Fig. 1: M1 wires
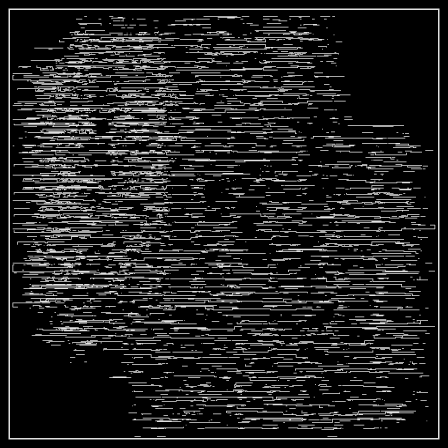
Fig. 2: signal wires on met2
The bar under the picture is 50 µm long. Cells faint in the background.
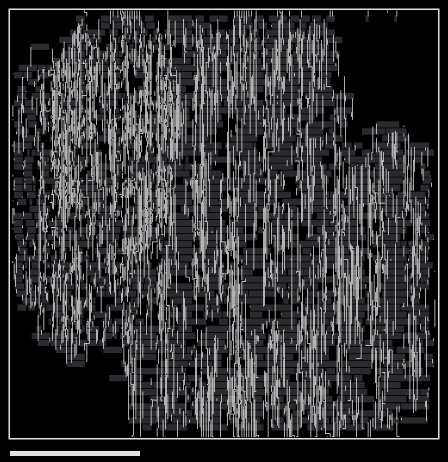
===== config.mk =====
export PLATFORM = sky130hd
export DESIGN_NAME = fetch_prefetch
export DESIGN_NICKNAME = d
export VERILOG_FILES = /design/src/rtl/fetch_prefetch.sv
export SDC_FILE = /design/constraint.sdc
export NUM_CORES = 1
export LEC_CHECK = 0
export CORE_UTILIZATION = 56
export DETAILED_ROUTE_END_ITERATION = 6
export MAX_ROUTING_LAYER = met4
export PLACE_DENSITY = 0.86
export SLEW_MARGIN = 20
export SYNTH_ARGS = -nofsm -noshare
export SYNTH_HDL_FRONTEND = slang
export SYNTH_SLANG_ARGS = --single-unit

===== constraint.sdc =====
create_clock -name clk_i -period 4.35 [get_ports clk_i]
set_input_delay 0.435 -clock clk_i [delete_from_list [all_inputs] [get_ports clk_i]]
set_output_delay 0.435 -clock clk_i [all_outputs]
set_load 0.005 [all_outputs]

===== src/rtl/fetch_prefetch.sv =====
// rtl/fetch_prefetch.sv - instruction fetch unit with prefetch FIFO; optional same-cycle bypass under FETCH_PREFETCH_BYPASS_EN
module fetch_prefetch #(
    parameter int          DEPTH    = 4,
    parameter logic [31:0] RESET_PC = 32'h0000_0000
) (
    input  logic        clk_i,
    input  logic        rst_i,
    output logic        imem_req_o,
    output logic [31:0] imem_addr_o,
    input  logic        imem_gnt_i,
    input  logic        imem_rvalid_i,
    input  logic [31:0] imem_rdata_i,
    output logic        valid_o,
    output logic [31:0] instr_o,
    output logic [31:0] pc_o,
    input  logic        stall_i,
    input  logic        new_pc_i,
    input  logic [31:0] pc_i
);

    localparam int          PW  = (DEPTH > 1) ? $clog2(DEPTH) : 1;
    localparam int          CW  = PW + 1;
    localparam logic [31:0] NOP = 32'h0000_0013;

    logic [31:0]   fetch_pc_q, fetch_pc_d;
    logic [31:0]   resp_pc_q, resp_pc_d;
    logic [31:0]   last_pc_q, last_pc_d;
    logic [CW-1:0] outstanding_q, outstanding_d;
    logic [CW-1:0] discard_q, discard_d;
    logic [CW-1:0] count_q, count_d;
    logic [PW-1:0] rd_ptr_q, rd_ptr_d;
    logic [PW-1:0] wr_ptr_q, wr_ptr_d;
    logic [31:0]   mem_pc_q [DEPTH];
    logic [31:0]   mem_pc_d [DEPTH];
    logic [31:0]   mem_instr_q [DEPTH];
    logic [31:0]   mem_instr_d [DEPTH];

    logic [CW:0]   occupancy;
    logic          handshake;
    logic          rsp_accept;
    logic          rsp_keep;
    logic          fifo_empty;
    logic          bypass_show;
    logic          bypass_consume;
    logic          push;
    logic          pop;
    logic [1:0]    unused_pc_lo;

    assign unused_pc_lo = pc_i[1:0];

    // Request generation, response classification and decode-facing outputs
    always_comb begin
        occupancy   = {1'b0, count_q} + {1'b0, outstanding_q};
        imem_req_o  = !rst_i && (occupancy < (CW+1)'(DEPTH));
        imem_addr_o = fetch_pc_q;
        handshake   = imem_req_o && imem_gnt_i;
        // Responses with nothing outstanding are leftovers from before a reset.
        rsp_accept  = imem_rvalid_i && (outstanding_q != '0);
        rsp_keep    = rsp_accept && (discard_q == '0) && !new_pc_i;
        fifo_empty  = (count_q == '0);
`ifdef FETCH_PREFETCH_BYPASS_EN
        bypass_show = fifo_empty && rsp_keep;
`else
        bypass_show = 1'b0;
`endif
        bypass_consume = bypass_show && !stall_i;
        valid_o = !fifo_empty || bypass_show;
        if (!fifo_empty) begin
            instr_o = mem_instr_q[rd_ptr_q];
            pc_o    = mem_pc_q[rd_ptr_q];
        end else if (bypass_show) begin
            instr_o = imem_rdata_i;
            pc_o    = resp_pc_q;
        end else begin
            instr_o = NOP;
            pc_o    = last_pc_q;
        end
        push = rsp_keep && !bypass_consume;
        pop  = !fifo_empty && !stall_i && !new_pc_i;
    end

    // Next-state: PC counters, outstanding/discard accounting and FIFO update
    always_comb begin
        fetch_pc_d    = fetch_pc_q;
        resp_pc_d     = resp_pc_q;
        discard_d     = discard_q;
        count_d       = count_q;
        rd_ptr_d      = rd_ptr_q;
        wr_ptr_d      = wr_ptr_q;
        mem_pc_d      = mem_pc_q;
        mem_instr_d   = mem_instr_q;
        last_pc_d     = valid_o ? pc_o : last_pc_q;
        outstanding_d = outstanding_q + CW'(handshake) - CW'(rsp_accept);
        if (new_pc_i) begin
            // Everything still in flight, including this cycle's grant, is stale.
            fetch_pc_d = {pc_i[31:2], 2'b00};
            resp_pc_d  = {pc_i[31:2], 2'b00};
            discard_d  = outstanding_d;
            count_d    = '0;
            rd_ptr_d   = wr_ptr_q;
        end else begin
            if (handshake) begin
                fetch_pc_d = fetch_pc_q + 32'd4;
            end
            if (rsp_accept && (discard_q != '0)) begin
                discard_d = discard_q - CW'(1);
            end
            if (rsp_keep) begin
                resp_pc_d = resp_pc_q + 32'd4;
            end
            if (push) begin
                mem_pc_d[wr_ptr_q]    = resp_pc_q;
                mem_instr_d[wr_ptr_q] = imem_rdata_i;
                wr_ptr_d              = wr_ptr_q + PW'(1);
            end
            if (pop) begin
                rd_ptr_d = rd_ptr_q + PW'(1);
            end
            count_d = count_q + CW'(push) - CW'(pop);
        end
    end

    // Control state registers with synchronous reset
    always_ff @(posedge clk_i) begin
        if (rst_i) begin
            fetch_pc_q    <= RESET_PC;
            resp_pc_q     <= RESET_PC;
            last_pc_q     <= 32'h0000_0000;
            outstanding_q <= '0;
            discard_q     <= '0;
            count_q       <= '0;
            rd_ptr_q      <= '0;
            wr_ptr_q      <= '0;
        end else begin
            assert (!(push && (count_q == CW'(DEPTH))));
            fetch_pc_q    <= fetch_pc_d;
            resp_pc_q     <= resp_pc_d;
            last_pc_q     <= last_pc_d;
            outstanding_q <= outstanding_d;
            discard_q     <= discard_d;
            count_q       <= count_d;
            rd_ptr_q      <= rd_ptr_d;
            wr_ptr_q      <= wr_ptr_d;
        end
    end

    // FIFO payload storage; contents are meaningless until count marks them valid
    always_ff @(posedge clk_i) begin
        mem_pc_q    <= mem_pc_d;
        mem_instr_q <= mem_instr_d;
    end

endmodule


==> results.yml <==
# implementation run metrics
final_timing:
  setup_viol: 0
  rsz0062_at_grt: "no"
  hold_viol: 0
  period_minus_slack_ns: 3.32
  fin_worst_skew_ns: 0.0196
setup_path:
  crit_chain: "buf_12 -> mux4_2 -> or2_2 -> clkdlybuf4s50_1"
  path_class: "reg2out"
  critPathBufInv: 2
  r2r_cells: 12
  cp-end-kind: "output port"
  crit_family: "buffers and inverters"
  cp-start-kind: "flip-flop"
  critPathSlowestCell: "dfxtp_4"
  r2r_slack_ns: 1.40
  cp.depth: 4
  slowest_delay_ns: 0.75
  arrival_ns: 2.89
  rr_startpoint: "discard_q[0]$_SDFFE_PP0P_"
  critPathMaxFanout: 31
final_layout:
  layout_top_cell: "edfxtp_1"
  buffer_area_frac: 0.101
  diodes: 0
  design_area_mm2: 0.0182
  mi_logic_area_mm2: 0.00496
  largest_class: "sequential cells"
  n_all_buffers: 184
  ff_latch_area_mm2: 0.00955
yosys:
  yosys.cell_types.count: 61
  syn_inst: 1028
  edf_count: 248
  syn_avg_cell_area_um2: 14.5
  largest_area_cell: "edfxtp_1"
  async_flop_share: 0
  numSynthFlops: 353
  synth-main-ff-cell: "edfxtp_1"
  synth_top_area_share: 0.499
  area_leaders: "edfxtp_1 (50%), dfxtp_1 (14%), mux4_2 (9.4%)"
  yosys-stat-area_mm2: 0.0149
clocking:
  post_cts_buffers: 0
  worstSkewPairLatency_ns: 0.53
  cts_tree: "done"
  cts.path.max_buffers: 3
  cts-htree-levels: 2
  postCtsHoldBufs: 0
floorplanning:
  core_area_mm2: 0.0261
  dieHeight_um: 165
  fp.dieW_um: 165
route:
  dr.pass1.iters: 5
  viasPerCell: 6.11
power:
  p_clk_frac: 0.394
  switchingPower_w: 0.00186
  pwr-share-seq: 0.486
  peakVddDrop_uv: 303
min_path:
  hp-class: "in2reg"
global_route:
  grt_max_degree: 66
job:
  openroad.warnings: 32
outcome:
  status: "completed"
placed_design:
  placed_area_mm2: 0.0169
  dp.final_hpwl_um: 19900
  port_buffers: 163
## Picture notes: Fig. 1
share of all routed wire: 42%
wire length on this layer: 13500 µm
nets with wire on the layer: 1165

## Picture notes: Fig. 2
share of all routed wire: 50%
main direction: vertical

-- metal layers --
| metal | up-vias | wire (µm) | GRT usage |
|---|---|---|---|
| met3 | 49 | 2150 | 0.0332 |
| met1 | 4710 | 13500 | 0.338 |
| li1 | 4348 | - | - |
| met4 | 0 | 482 | 0.0550 |
| met5 | - | 0 | - |
| met2 | 374 | 15900 | 0.402 |
-- through the flow --
| stage | instances | worst slack (ns) | utilization | hold slack [ns] |
|---|---|---|---|---|
| floorplan | 1029 | 1.07 | - | 0.495 |
| global placement | 1485 | 1.12 | 0.649 | 0.534 |
| detailed placement | 1485 | 1.07 | 0.649 | 0.544 |
| CTS | 1551 | 0.943 | 0.697 | 0.378 |
| global route | 1551 | 0.854 | 0.697 | 0.406 |
| finish | 1551 | 1.03 | 0.697 | 0.399 |
-- power by group through the flow --
stage	clock (W)	sequential [W]	combinational (W)
after floorplan	0	0.00394	0.000615
after global placement	0	0.00398	0.000951
after detailed placement	0	0.00400	0.000976
after CTS	0.00322	0.00393	0.000986
after global routing	0.00336	0.00395	0.00107
final	0.00318	0.00393	0.000975
-- cells in the mapped netlist (all sizes together), types with 8 or more instances --
master and count:
or3 9, ha 14, a211oi 17, nand4 30
edfxtp 248, a311oi 8, nand2 32, clkbuf 45
o31ai 9, o311a 10, o21ai 8, a21boi 11
and4 12, mux2 30, nand3 17, nor4 24
dfxtp 105, nor2b 39, nor3 26, o31a 19
nor2 34, buf 18, inv 38, xnor2 15
and2 41, mux4 62, a21oi 30, and3 14
-- worst reg2reg max path, delay by kind of cell (launching register included) --
kind / cells / cell delay [ns]
XOR/XNOR: 2 / 0.32
adder cells (fa/ha/maj): 4 / 1.09
buffers and inverters: 3 / 0.22
flip-flops: 1 / 0.31
AND/OR/NAND/NOR: 3 / 0.87
-- logic make-up (layout without fill, tap and decap cells) --
group           Yosys count  in the layout  synth area share
compound gates          146            146            0.0731
xor+xnor                 19             19            0.0122
fa+ha+maj                16             16            0.0144
buf+inv                 103            290            0.0276
flops                   353            353             0.640
mux                      95             95             0.118
other cells               1              2          0.000251
simple gates            295            295             0.114
-- how the worst min path moves through the flow --
| stage | slack, ns | cells after the start | startpoint | endpoint |
|---|---|---|---|---|
| 3_3_place_gp | 0.53 | 0 | resp_pc_q[11]$_SDFFE_PP0P_ | mem_pc_q[43]$_DFFE_PP_ |
| 6_report | 0.40 | 4 | new_pc_i | wr_ptr_q[0]$_SDFFE_PP0P_ |
| 4_1_cts | 0.38 | 4 | new_pc_i | wr_ptr_q[0]$_SDFFE_PP0P_ |
| 3_5_place_dp | 0.54 | 0 | resp_pc_q[11]$_SDFFE_PP0P_ | mem_pc_q[75]$_DFFE_PP_ |
| 5_1_grt | 0.41 | 4 | new_pc_i | wr_ptr_q[0]$_SDFFE_PP0P_ |
| 2_1_floorplan | 0.50 | 0 | resp_pc_q[10]$_SDFFE_PP0P_ | mem_pc_q[106]$_DFFE_PP_ |
-- flip-flops by register name, summed over array words and instances, names as in the netlist, 3 cells and up --
name           flops
mem_pc_q         120
count_q            3
mem_instr_q      128
last_pc_q         32
resp_pc_q         30
discard_q          3
imem_addr_o       30
outstanding_q      3
Power and IR drop assume default switching activity.
